--- config.mk ---
export PLATFORM = sky130hd
export DESIGN_NAME = controlador_interrupcao_flat
export DESIGN_NICKNAME = d
export VERILOG_FILES = /design/src/rtl/controlador_interrupcao_if.sv /design/src/rtl/controlador_interrupcao.sv /design/src/flat_wrapper.sv
export SDC_FILE = /design/constraint.sdc
export NUM_CORES = 1
export LEC_CHECK = 0
export ABC_CLOCK_PERIOD_IN_PS = 4100
export CAP_MARGIN = 20
export CORE_MARGIN = 2
export CORE_UTILIZATION = 45
export CTS_CLUSTER_SIZE = 20
export DETAILED_ROUTE_END_ITERATION = 12
export MAX_ROUTING_LAYER = met4
export PLACE_DENSITY = 0.74
export SYNTH_ARGS = -nofsm -noshare
export SYNTH_HDL_FRONTEND = slang
export SYNTH_SLANG_ARGS = --single-unit
--- constraint.sdc ---
create_clock -name clk -period 4.1 [get_ports clk]
set_clock_uncertainty 0.1 [all_clocks]
set_input_delay 1.23 -clock clk [delete_from_list [all_inputs] [get_ports clk]]
set_output_delay 1.23 -clock clk [all_outputs]
set_load 0.005 [all_outputs]
--- src/rtl/controlador_interrupcao_if.sv ---
// controlador_interrupcao_if: request/acknowledge/clear handshake between the interrupt controller and the control unit.
interface controlador_interrupcao_if #(
    parameter int NUM_SRC = 4,
    parameter int CODE_W  = 3
);
    logic [NUM_SRC-1:0] irq_src;
    logic               timer_en;
    logic               inta;
    logic               clear_intr;
    logic               intr;
    logic [CODE_W-1:0]  int_code;
    logic [NUM_SRC:0]   pending;
    logic               busy;

    modport master (
        input  irq_src, timer_en, inta, clear_intr,
        output intr, int_code, pending, busy
    );

    modport slave (
        output irq_src, timer_en, inta, clear_intr,
        input  intr, int_code, pending, busy
    );
endinterface

--- src/rtl/controlador_interrupcao.sv ---
// controlador_interrupcao: fixed-priority interrupt controller with quantum timer and intr/inta/clear handshake.
module controlador_interrupcao #(
    parameter int NUM_SRC = 4,
    parameter int CODE_W  = 3,
    parameter int QUANTUM = 1000,
    parameter int TMR_W   = 16
) (
    input  logic clk,
    input  logic rst,
    controlador_interrupcao_if.master bus
);
    typedef enum logic [1:0] {IDLE, REQ, SERVICE} state_t;

    state_t             state;
    logic [NUM_SRC-1:0] irq_q;
    logic [TMR_W-1:0]   cnt;
    logic [NUM_SRC:0]   pend;
    logic               intr_r;
    logic               busy_r;
    logic [CODE_W-1:0]  code_r;
    logic [CODE_W-1:0]  win;
    logic               tmr_hit;
    logic [NUM_SRC:0]   set_vec;
    logic [NUM_SRC:0]   clr_vec;
    logic               grant;

    assign tmr_hit = bus.timer_en && cnt == TMR_W'(QUANTUM - 1);
    assign set_vec = {bus.irq_src & ~irq_q, tmr_hit};
    assign grant   = state == IDLE && |pend;
    assign clr_vec = grant ? {{NUM_SRC{1'b0}}, 1'b1} << win : '0;

    // descending scan so the lowest pending index is the one left in win
    always_comb begin
        win = '0;
        for (int i = NUM_SRC; i >= 0; i--)
            if (pend[i]) win = CODE_W'(i);
    end

    always_ff @(posedge clk or negedge rst) begin
        if (!rst) begin
            irq_q <= '0;
            cnt   <= '0;
            pend  <= '0;
        end else begin
            irq_q <= bus.irq_src;
            cnt   <= !bus.timer_en || tmr_hit ? '0 : cnt + 1'b1;
            pend  <= (pend & ~clr_vec) | set_vec;
        end
    end

    always_ff @(posedge clk or negedge rst) begin
        if (!rst) begin
            state  <= IDLE;
            intr_r <= 1'b0;
            busy_r <= 1'b0;
            code_r <= '0;
        end else begin
            case (state)
                IDLE: if (grant) begin
                    state  <= REQ;
                    intr_r <= 1'b1;
                    busy_r <= 1'b1;
                    code_r <= win + CODE_W'(1);
                end
                REQ: if (bus.clear_intr) begin
                    state  <= IDLE;
                    intr_r <= 1'b0;
                    busy_r <= 1'b0;
                    code_r <= '0;
                end else if (bus.inta) begin
                    state  <= SERVICE;
                    intr_r <= 1'b0;
                end
                SERVICE: if (bus.clear_intr) begin
                    state  <= IDLE;
                    busy_r <= 1'b0;
                    code_r <= '0;
                end
                default: begin
                    state  <= IDLE;
                    intr_r <= 1'b0;
                    busy_r <= 1'b0;
                    code_r <= '0;
                end
            endcase
        end
    end

    assign bus.intr     = intr_r;
    assign bus.int_code = code_r;
    assign bus.pending  = pend;
    assign bus.busy     = busy_r;
endmodule

--- src/flat_wrapper.sv ---
// flat-port wrapper written by rule: the top's interface ports become plain ports
module controlador_interrupcao_flat 
#(
    parameter int NUM_SRC = 4,
    parameter int CODE_W  = 3,
    parameter int QUANTUM = 1000,
    parameter int TMR_W   = 16
)
  (clk, rst, bus_irq_src, bus_timer_en, bus_inta, bus_clear_intr, bus_intr, bus_int_code, bus_pending, bus_busy);
  controlador_interrupcao_if #(.NUM_SRC(NUM_SRC), .CODE_W(CODE_W)) bus_i ();
  input  logic clk;
  input  logic rst;
  input wire logic [$bits(bus_i.irq_src)-1:0] bus_irq_src;
  input wire logic [$bits(bus_i.timer_en)-1:0] bus_timer_en;
  input wire logic [$bits(bus_i.inta)-1:0] bus_inta;
  input wire logic [$bits(bus_i.clear_intr)-1:0] bus_clear_intr;
  output wire logic [$bits(bus_i.intr)-1:0] bus_intr;
  output wire logic [$bits(bus_i.int_code)-1:0] bus_int_code;
  output wire logic [$bits(bus_i.pending)-1:0] bus_pending;
  output wire logic [$bits(bus_i.busy)-1:0] bus_busy;
  assign bus_i.irq_src = bus_irq_src;
  assign bus_i.timer_en = bus_timer_en;
  assign bus_i.inta = bus_inta;
  assign bus_i.clear_intr = bus_clear_intr;
  assign bus_intr = bus_i.intr;
  assign bus_int_code = bus_i.int_code;
  assign bus_pending = bus_i.pending;
  assign bus_busy = bus_i.busy;
  controlador_interrupcao #(.NUM_SRC(NUM_SRC), .CODE_W(CODE_W), .QUANTUM(QUANTUM), .TMR_W(TMR_W)) u_core (.clk(clk), .rst(rst), .bus(bus_i));
endmodule
==> run_1/ff_map.png <==
Scale bar: 20 um. Other sequential cells in the stronger grey, the rest of the logic in the fainter grey.
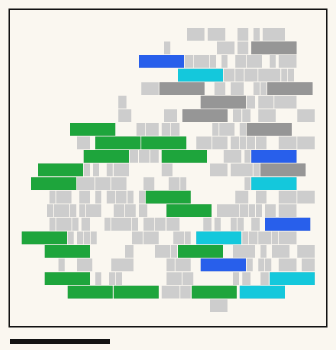
legend:
  green:
    netlist_name: u_core.cnt
    sequential_cells: 16
  cyan:
    netlist_name: u_core.bus.pending
    sequential_cells: 5
  blue:
    netlist_name: u_core.irq_q
    sequential_cells: 4
Seq/total area: 0.432
Seq. pwr: 400 uW
register area: 801 um^2
Finished Core Util: 0.551

==> run_1/class_map.png <==
Scale bar: 20 um.
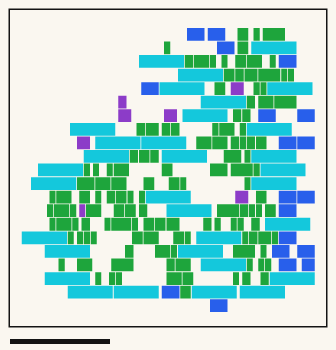
legend:
  blue:
    class: remaining buffers and delay cells
    cells: 19
  green:
    class: remaining logic cells
    cells: 129
  cyan:
    class: sequential cells
    cells: 32
  purple:
    class: clock drivers and dummy loads
    cells: 7
Rows: 21
Placeable Area: 0.00336 mm^2

==> run_1/gates.png <==
Scale bar: 20 um.
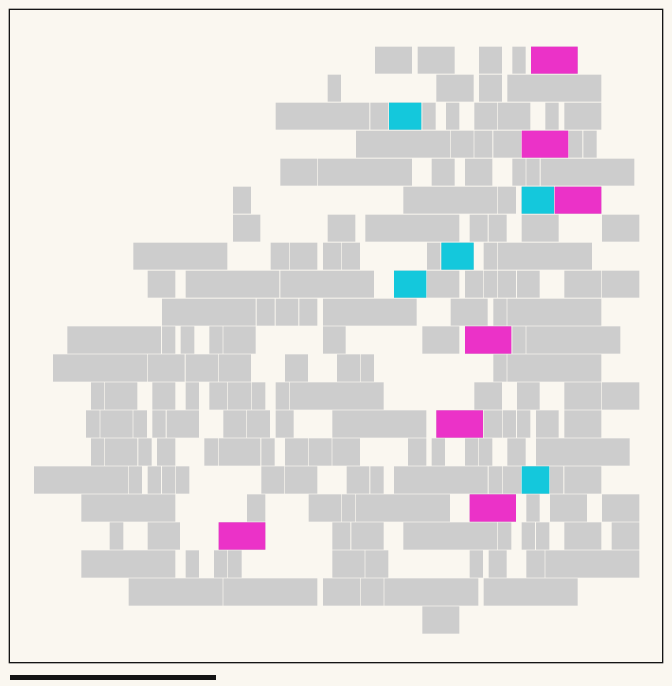
legend:
  cyan:
    family: non-inverting ao/oa cells
    cells: 5
  magenta:
    family: fa/ha/maj cells
    cells: 7
logic share of the area: 0.382
fin cells: 233
Commonest Layout Cell: dfrtp_1

==> run_1/congestion_map.png <==
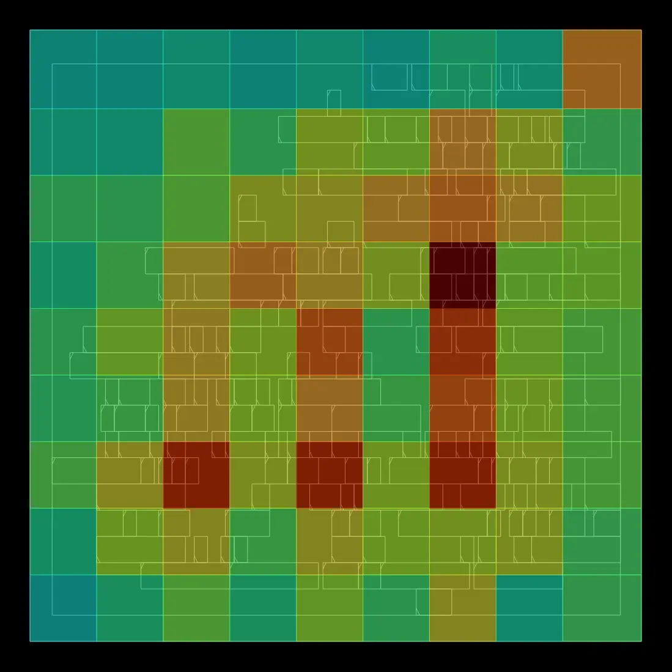
Most Crowded Layer GR: met2
DR WL/cell: 12.7 um
met2 Use GR: 0.271
Tot GR Track Use: 0.170

-- run 1: per-layer routing --
metal,vias up,track usage,part of all wire
met3,7,0.0607,0.066
li1,600,-,-
met5,-,-,0
met2,47,0.271,0.49
met4,0,0.0625,0.016
met1,574,0.197,0.43
-- run 1: through the flow --
step	setup slack [ps]	utilization	cells	hold WS, ps
after floorplan	1980	-	165	292
after global placement	1480	0.537	226	296
after detailed placement	1420	0.537	226	299
after CTS	1450	0.551	233	302
after global routing	1400	0.551	233	310
final	1460	0.551	233	292
-- run 1: cell usage after synthesis, drive strengths merged (3+ instances only) --
master  instances  area share
nor4            6       0.024
nor2           20       0.047
ha              7       0.055
dfrtp          32        0.51
xnor2          10       0.055
a21oi           4       0.013
or4             3       0.017
clkbuf          3      0.0079
nand4           3       0.012
o22a            3       0.017
o21ai           8       0.025
nand3           9       0.032
nor3            3      0.0095
inv            14       0.033
nand2b          4       0.016
nand2          17       0.040
-- run 1: flip-flops by register name, indices dropped and copies added (netlist names) --
name                 cells
u_core.bus.intr          1
u_core.irq_q             4
u_core.cnt              16
u_core.bus.busy          1
u_core.bus.int_code      3
u_core.bus.pending       5
u_core.state             2
-- run 1: final cells by class --
cell class | count | area, um^2 | share of cell area
sequential | 32 | 801 | 0.432
clock inverter | 1 | 5.00 | 0.00270
timing repair buffer | 19 | 188 | 0.101
inverter | 14 | 52.6 | 0.0284
clock buffer | 6 | 41.3 | 0.0223
tap | 46 | 57.6 | 0.0311
multi-input combinational | 115 | 708 | 0.382
-- run 1: cells by family (layout without fill, tap and decap cells) --
kind of cell    Yosys count  after routing  synth area share
simple gates             77             77             0.250
flops                    32             32             0.505
compound gates           19             19            0.0750
buf+inv                  18             40            0.0481
xor+xnor                 12             12            0.0663
fa+ha+maj                 7              7            0.0552
==> notes.md, run 1 <==
flow finished, numbers: Post-Syn Area 0.00159 mm^2, worst r2r src u_core.cnt[10], Synth Area per Inst 9.61 um^2, CP Launch Type flop, WP depth 1, number of cells in Yosys stat 165, CTS tree yes, start point of the critical path u_core.bus.pending[4], first-pass GRT wire length 5310 um, cycle use final 0.644, Sw Ratio 0.324, Final HPWL DP 2170 um, Routed WL 2960 um, drt first-iter violations roughly 74, post-synthesis instance total 165, Slowest cell on crit path clkdlybuf4s50_1, number of global-route vias before repair 1216, yosys warning tally 0, CTS Sinks 32, min Tclk post-route 2640 ps, Max FO, Critical Path 6, R2R depth 4, Worst Tran Pin Value between 500 and 600 ps, Synth flops 32, worst-path cell chain clkdlybuf4s50_1, Antenna Cells 0, die area 0.00401 mm^2, Num CTS Buffers 5, Worst Path Buf+Inv 1, fp util 0.471, routed vias/inst between 5 and 6, Log Warnings 29, Ports 19, slowest cell delay on critical path 540 ps, sequential-to-total area share from yosys stat 0.505, combinational share of power 0.326, Hold Crit Endpoint u_core.bus.pending[4], EDFF count, synth 0, fin area 0.00185 mm^2, yosys stat area 0.00159 mm^2, RSZ-0062 raised after global routing no, Area Overhead vs Synth 16.9%, antenna violations before repair 0, final number of setup-violating endpoints 0, critical register-to-register path endpoint u_core.cnt[10], P_sw 272 uW, count of input and output buffers 18, Post-DRT Antenna Nets 0, Setup TNS 0 ps, Final Hold Fails 0, worst path arrival time 1310 ps, Die Width 63.4 um, leakage 0.000802 uW, placed cell area about 0.0018 mm^2, P_comb around 270 uW, GP Congestion 0.817, Seq pwr share 0.476, Die H 63.4 um, Clk pwr share 0.199, crit path DRT 2770 ps, MaxCap Viol Count 0, number of nets in the layout 203, clk_lat worst skew 320 ps, DR pass1 iterations 4, DRC 0, f_max 379 MHz, worst hold path class reg -> reg, peak supply drop 0.186 mV, P_int 568 uW, Setup crit end kind output port, power density over cell area 454 mW/mm^2, worst setup path endpoint bus_pending[4], commonest non-fill, non-tap cells in the layout dfrtp_1 (32), nor2_1 (20), clkdlybuf4s50_1 (18), nand2_1 (17), inv_1 (14), Resized Gates After CTS 0, Setup Fix Bufs, Post-CTS 0, share of layout cells above drive strength 1 0.0588, WHS Path Cells 1, Rel. slew slack 0.650, Synth Flop Type dfrtp_1, root buffer cell clkbuf_4, share of flip-flops with an asynchronous set or reset 1.00, grt ovf 0, total power 840 uW, htree depth 2, status finished, final reports clean, critical path's top delay family buffers and inverters, top power group registers, Clock net power 167 uW, Final Slew Violations 0, FF-to-FF setup slack 1940 ps, largest net degree at the start of global routing 33, Synth Net Count 181, Clock Pin Slew Worst Setup and Hold Paths 100 ps, hold_sp u_core.irq_q[3], filler cell count 304, via count 1228, CP Class reg -> out, CTS Hold Bufs 0, Yosys cell types 33, Max clock buf depth 2
==> run_1/sizing.png <==
Scale bar: 20 um.
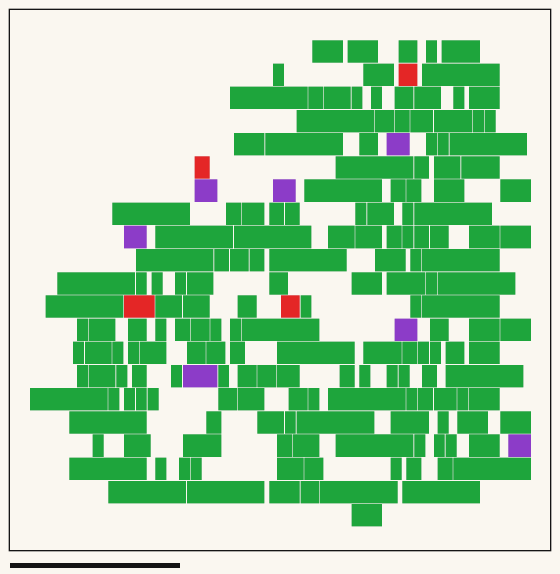

## Run 2: what changed since run 1
ABC_CLOCK_PERIOD_IN_PS = 2600   (was 4100)
clock period = 2.6 ns   (was 4.1 ns; I/O delays follow)
==> run_2/sizing.png <==
Scale bar: 20 um.
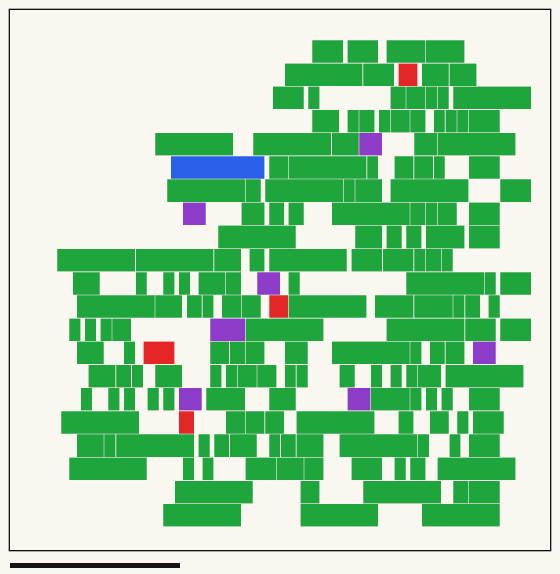
legend:
  blue:
    size: x6 and larger
    cells: 1
  red:
    size: x2
    cells: 4
  green:
    size: x1 and smaller
    cells: 176
  purple:
    size: x3 and x4
    cells: 7
fin worst setup slack: 394 ps
fin area: 0.00188 mm^2
Area Overhead vs Synth: 18.8%
Buffers excl. clock: 19

==> run_2/congestion_map.png <==
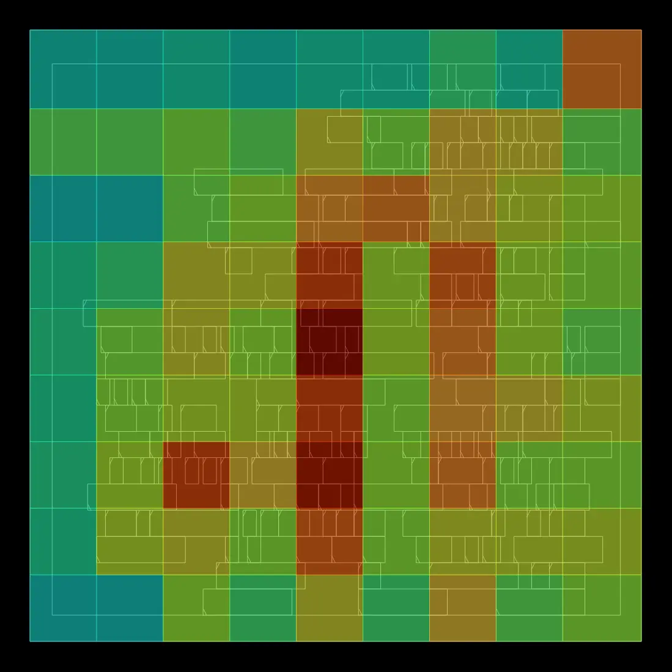
GR Util met1: 0.206
DR WL/cell: 13.5 um
Finished Core Util: 0.560

==> run 2 against run 1 <==
- routed wire length increased by 6.8%
- sequential share of layout area decreased by 0.69 points
- synthesized area unchanged
- worst hold slack improved by 36 ps
- setup slack got worse by 1100 ps
- total power increased by 71%
- die area unchanged
- clock power increased by 120%
- highest routed layer unchanged
- register-to-register slack got worse by 1500 ps
- largest cell class unchanged
- critical path type is now reg -> reg
==> notes.md, run 2 <==
flow finished, numbers: status finished, final reports clean, area leader, netlist dfrtp_1, Max FO, Critical Path 14, Clock net power 371 uW, most common cell in the synthesized netlist dfrtp_1, Synth Flop Type dfrtp_1, number of cells in Yosys stat roughly 170, Placeable Area 0.00336 mm^2, Synth Net Count 181, CTS Sinks 32, Synth flops 32, combinational share of power 0.306, Synth top area share 0.505, Seq pwr share 0.437, critical register-to-register path endpoint u_core.cnt[3], f_max 453 MHz, Seq. pwr 628 uW, DRC 0, count of input and output buffers 18, placed cell area around 0.0018 mm^2, grt ovf 0, commonest non-fill, non-tap cells in the layout dfrtp_1 (32), nor2_1 (20), clkdlybuf4s50_1 (18), nand2_1 (17), inv_1 (14), Yosys cell types 33, fp util 0.471, top power group registers, Clock Pin Slew Worst Setup and Hold Paths 110 ps, leakage 0.000816 uW, clk_lat worst skew 330 ps, Routed WL approximately 3200 um, Antenna Cells 0, filler cell count 316, number of global-route vias before repair 1259, Sw Ratio 0.306, Rows 21, routed vias/inst 5.43, die area around 0.004 mm^2, final number of setup-violating endpoints 0, top cells, area dfrtp_1 (51%), ha_1 (5.5%), xnor2_1 (5.5%), nor2_1 (4.7%), nand2_1 (4.0%), Setup crit end kind flop, number of nets in the layout 203, Synth Area per Inst 9.61 um^2, DR pass1 iterations 4, P_int 999 uW, Post-DRT Antenna Nets 0, MaxCap Viol Count 0, Most flops, register u_core.cnt, Die H 63.4 um, Worst Tran Pin Value about 560 ps, P_sw ~440 uW, Setup TNS 0 ps, Die Width 63.4 um, worst r2r src u_core.cnt[10], share of flip-flops with an asynchronous set or reset 1.00, RSZ-0062 raised after global routing no, crit path DRT 2700 ps, sequential-to-total area share from yosys stat 0.505, Resized Gates After CTS 0, logic area 708 um^2, register area between 800 and 900 um^2, htree depth 2, worst hold path class reg -> reg, drt first-iter violations 130, Num CTS Buffers 5, via count 1270, share of layout cells above drive strength 1 0.0638, FF-to-FF setup slack 390 ps, peak supply drop 0.285 mV, CTS Hold Bufs 0, root buffer cell clkbuf_4, min Tclk post-route between 2000 and 2500 ps, post-synthesis instance total 165, start point of the critical path u_core.cnt[10], Ports 19, yosys warning tally 0, R2R depth 4, Final HPWL DP around 2300 um, EDFF count, synth 0, yosys stat area 0.00159 mm^2, hold_sp u_core.irq_q[3], cycle use final 0.849, Post-Syn Area 0.00159 mm^2, Setup Fix Bufs, Post-CTS 0, P_comb 440 uW, largest net degree at the start of global routing 33, max reg flops 16, Final Hold Fails 0, Synth top cells by count dfrtp_1 (32), nor2_1 (20), nand2_1 (17), CP Class reg -> reg, Rel. slew slack 0.624, worst path arrival time approximately 2300 ps, GP Congestion a little over 0.8, Commonest Layout Cell dfrtp_1, Clk pwr share 0.258
==> run_2/gates.png <==
Scale bar: 20 um.
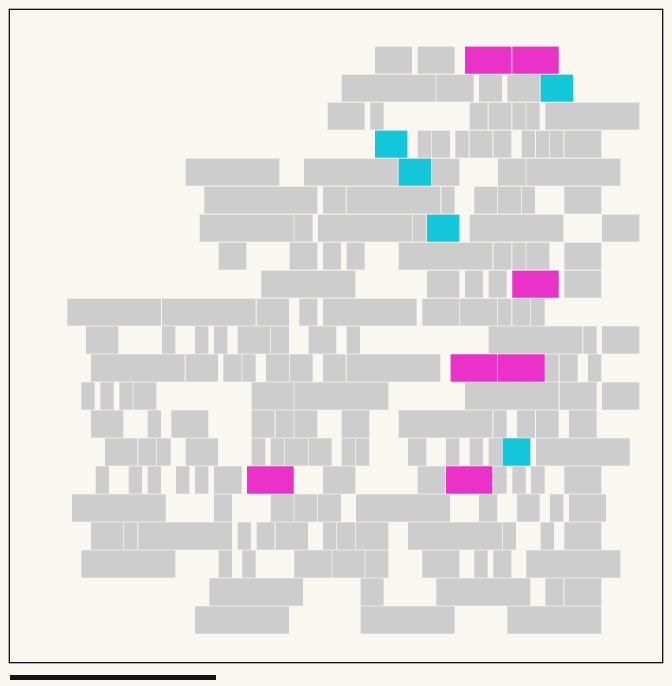
legend:
  cyan:
    family: non-inverting ao/oa cells
    cells: 5
  magenta:
    family: fa/ha/maj cells
    cells: 7

[run 2: cell counts after synthesis]
No cell type changed its count.
[run 2: area by class of cell]
type / count / area share
multi-input cells: 115 / 0.376
clock buffers: 6 / 0.0219
clock inverters: 2 / 0.0186
flip-flops and latches: 32 / 0.425
repair buffers: 19 / 0.0997
inverters: 14 / 0.0279
well taps: 46 / 0.0306
[run 2: per-stage QoR]
step | std cells | hold slack (ps) | power [uW] | setup slack, ps
after detailed placement | 226 | 322 | 1080 | 341
after global routing | 234 | 372 | 1550 | 285
final | 234 | 328 | 1440 | 394
after CTS | 234 | 337 | 1460 | 383
after floorplan | 165 | 292 | 896 | 719
after global placement | 226 | 295 | 1050 | 423
[run 2: kinds of logic after synthesis]
kind of cell	after synthesis	synth area share
fa+ha+maj	7	0.0552
xor+xnor	12	0.0663
compound gates	19	0.0750
buf+inv	18	0.0481
simple gates	77	0.250
flops	32	0.505
[run 2: how the worst min path moves through the flow]
stage                            endpoint  slack (ps)  depth (start not counted)
CTS                 u_core.bus.pending[4]         340                          1
floorplan           u_core.bus.pending[4]         290                          1
global placement    u_core.bus.pending[4]         300                          1
global route        u_core.bus.pending[4]         370                          1
finish              u_core.bus.pending[4]         330                          1
detailed placement  u_core.bus.pending[4]         320                          1
[run 2: worst max-delay path, stage by stage, from the launching register on]
cell      delay (ps)
dfrtp_1          460
or4_1            580
nor4_1           350
nand2b_1         480
nor2_1           120
[run 2: metal layers]
layer  vias up  GRT usage  share of wire
li1        601          -              -
met4         0     0.0679          0.012
met2        29      0.311           0.52
met5         -          -              0
met1       636      0.206           0.42
met3         4     0.0643          0.046
==> run_2/ff_map.png <==
Scale bar: 20 um. Other sequential cells in the stronger grey, the rest of the logic in the fainter grey.
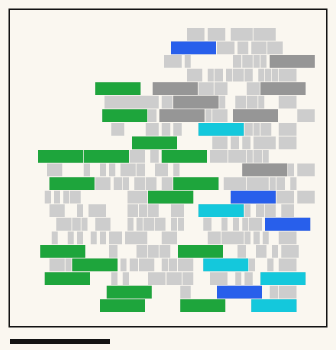

## Run 3: what changed since run 2
ABC_CLOCK_PERIOD_IN_PS = 2000   (was 2600)
PLACE_DENSITY = 0.76   (was 0.74)
clock period = 2 ns   (was 2.6 ns; I/O delays follow)
==> run_3/ff_map.png <==
Scale bar: 20 um. Other sequential cells in the stronger grey, the rest of the logic in the fainter grey.
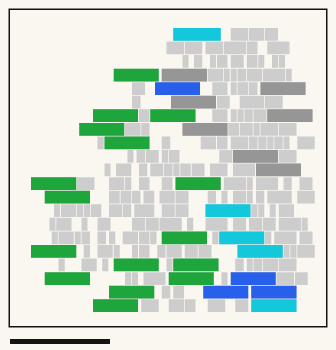
legend:
  blue:
    netlist_name: u_core.irq_q
    sequential_cells: 4
  green:
    netlist_name: u_core.cnt
    sequential_cells: 16
  cyan:
    netlist_name: u_core.bus.pending
    sequential_cells: 5
Finished Core Util: 0.602
Seq. pwr: 816 uW
Seq/total area: 0.396

==> run_3/class_map.png <==
Scale bar: 20 um.
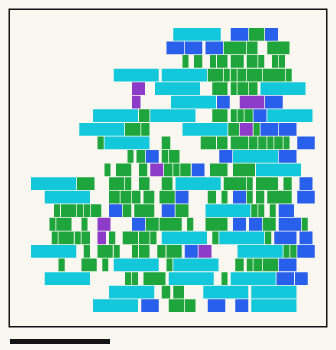
legend:
  purple:
    class: clock drivers and dummy loads
    cells: 8
  green:
    class: remaining logic cells
    cells: 129
  cyan:
    class: sequential cells
    cells: 32
  blue:
    class: remaining buffers and delay cells
    cells: 36

==> run_3/congestion_map.png <==
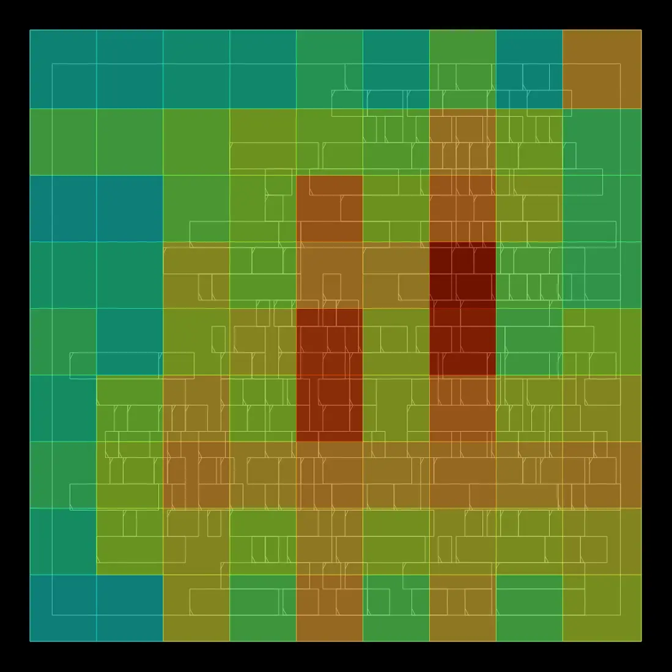
met3 GRT Util: 0.0661
Tot GR Track Use: 0.186
DR WL/cell: 13.5 um
met2 Use GR: 0.305

==> run 3 against run 2 <==
- combinational power rose by 57%
- register-to-register slack got worse by 270 ps
- worst hold slack got worse by 12 ps
- final cell count rose by 7.3%
- critical path depth fell by 3
- die area did not move
- sequential power rose by about 30%
- synthesized area did not move
- count of clock-buffer cells in the layout did not move
- sequential share of layout area fell by 2.9 points
- final area rose by 7.5%
- clock power rose by 5.7%
- largest cell class unchanged
- highest routed layer unchanged
==> notes.md, run 3 <==
flow finished, numbers: number of global-route vias before repair 1262, Rows 21, Place WS -36.5 ps, Synth top area share 0.505, most common cell in the synthesized netlist dfrtp_1, Worst Tran Pin Value roughly 440 ps, cycle use final 0.975, EDFF count, synth 0, FF-to-FF setup slack 120 ps, Commonest Layout Cell dfrtp_1, Synth Net Count 181, final number of setup-violating endpoints 0, power density over cell area 938 mW/mm^2, DRT met1 WL 1440 um, largest net degree at the start of global routing 33, grt ovf 0, Final HPWL DP 2370 um, DR pass1 iterations 4, GP Congestion 0.824, Log Warnings 29, Clock Pin Slew Worst Setup and Hold Paths roughly 90 ps, first-pass GRT wire length 5630 um, CP Launch Type flop, max reg flops 16, DRC 0, Post-Syn Area 0.00159 mm^2, Ports 19, register area 802 um^2, htree depth 2, commonest non-fill, non-tap cells in the layout dfrtp_1 (31), nor2_1 (20), buf_4 (18), nand2_1 (17), clkdlybuf4s50_1 (15), n_taps 46, clk tree area frac 0.0303, antenna violations before repair 0, sequential-to-total area share from yosys stat 0.505, Die Width 63.4 um, yosys warning tally 0, Setup crit end kind output port, Yosys cell types 33, worst hold path class reg -> reg, CTS Hold Bufs 0, Max clock buf depth 2, Multi-In Gates 115, Final Hold Fails 0, fin worst setup slack 49.8 ps, post-synthesis instance total between 150 and 200, share of flip-flops with an asynchronous set or reset 1.00, filler cell count 289, Placeable Area 0.00336 mm^2, Top Layer Used met4, Max FO, Critical Path 4, share of layout cells above drive strength 1 0.171, CP Class reg -> out, status finished, final reports clean, CTS Sinks 32, Antenna Cells 0, leakage 0.000913 uW, Synth Area per Inst roughly 9.6 um^2, top cells, area dfrtp_1 (51%), ha_1 (5.5%), xnor2_1 (5.5%), nor2_1 (4.7%), nand2_1 (4.0%), Synth Flop Type dfrtp_1, worst-path cell chain clkdlybuf4s50_1, number of cells in Yosys stat between 150 and 200, logic area about 730 um^2, registers 32, routed vias/inst roughly 5, peak supply drop 0.305 mV, slowest cell delay on critical path 510 ps, Rel. slew slack 0.705, Synth flops 32, worst path arrival time 1250 ps, Area Overhead vs Synth 27.7%, Post-DRT Antenna Nets 0, count of input and output buffers 18, die area 0.00401 mm^2, inverter count 14, metal2 WL 1700 um, CTS tree yes, Worst Path Buf+Inv 1, min Tclk post-route 1950 ps, Buffers excl. clock 36, Routed WL 3380 um, crit path DRT 1300 ps, drt first-iter violations 123, fp util 0.471, yosys stat area 0.00159 mm^2, clk_lat worst skew ~350 ps, Non-clock buffer share 0.158, number of nets in the layout 220, logic share of the area 0.362, Most flops, register u_core.cnt, via count 1268, Synth top cells by count dfrtp_1 (32), nor2_1 (20), nand2_1 (17), # clk buffers 6, Num CTS Buffers 5, root buffer cell clkbuf_4, Final Slew Violations 0, Die H 63.4 um, Slowest cell on crit path clkdlybuf4s50_1, MaxCap Viol Count 0, DR WL met3 171 um, critical path's top delay family buffers and inverters, area leader, netlist dfrtp_1, f_max 513 MHz, largest class sequential cells
run 3: final timing paths:
check,start,end,cells past startpoint
max in group asynchronous,rst,u_core.bus.pending[4],2
min,u_core.irq_q[3],u_core.bus.pending[4],1
min reg2reg,u_core.irq_q[3],u_core.bus.pending[4],1
max,u_core.bus.pending[4],bus_pending[4],1
max reg2reg,u_core.bus.pending[1],u_core.bus.int_code[1],7
min in group asynchronous,rst,u_core.state[0],2
run 3: stage by stage:
stage / cells / hold WS [ps] / TNS (ps) / power [uW] / instance area, um^2
after CTS: 249 / 325 / 0 / 1870 / 1980
after detailed placement: 239 / 315 / -36.5 / 1450 / 1900
after global placement: 239 / 298 / 0 / 1400 / 1900
after global routing: 251 / 341 / -57.0 / 2030 / 2020
after floorplan: 165 / 204 / 0 / 1160 / 1590
final: 251 / 315 / 0 / 1900 / 2020
run 3: what timing repair did:
action	in CTS	in global routing
setup endpoints to repair	3	11
endpoints found under the hold margin	0	0
resized	2	6
setup buffers	2	2
pin swaps	0	1
run 3: cell families after synthesis:
| family | count (synthesis) | synth area share |
|---|---|---|
| xor gates and xnor gates | 12 | 0.0663 |
| AOI/OAI and AO/OA | 19 | 0.0750 |
| DFF | 32 | 0.505 |
| adders and majority gates | 7 | 0.0552 |
| and+or+nand+nor | 77 | 0.250 |
| buffers and inverters | 18 | 0.0481 |
run 3: layer usage:
| layer | up-vias | track usage |
|---|---|---|
| met1 | 601 | 0.206 |
| li1 | 632 | - |
| met4 | 0 | 0.0734 |
| met5 | - | - |
| met3 | 9 | 0.0661 |
| met2 | 26 | 0.305 |
run 3: power by group:
group          switching [uW]  internal (uW)
Sequential               77.9            738
Combinational             323            369
Clock                     225            167
Total                     626           1270
Power figures rest on the tool's default switching activity, not on a simulated workload.
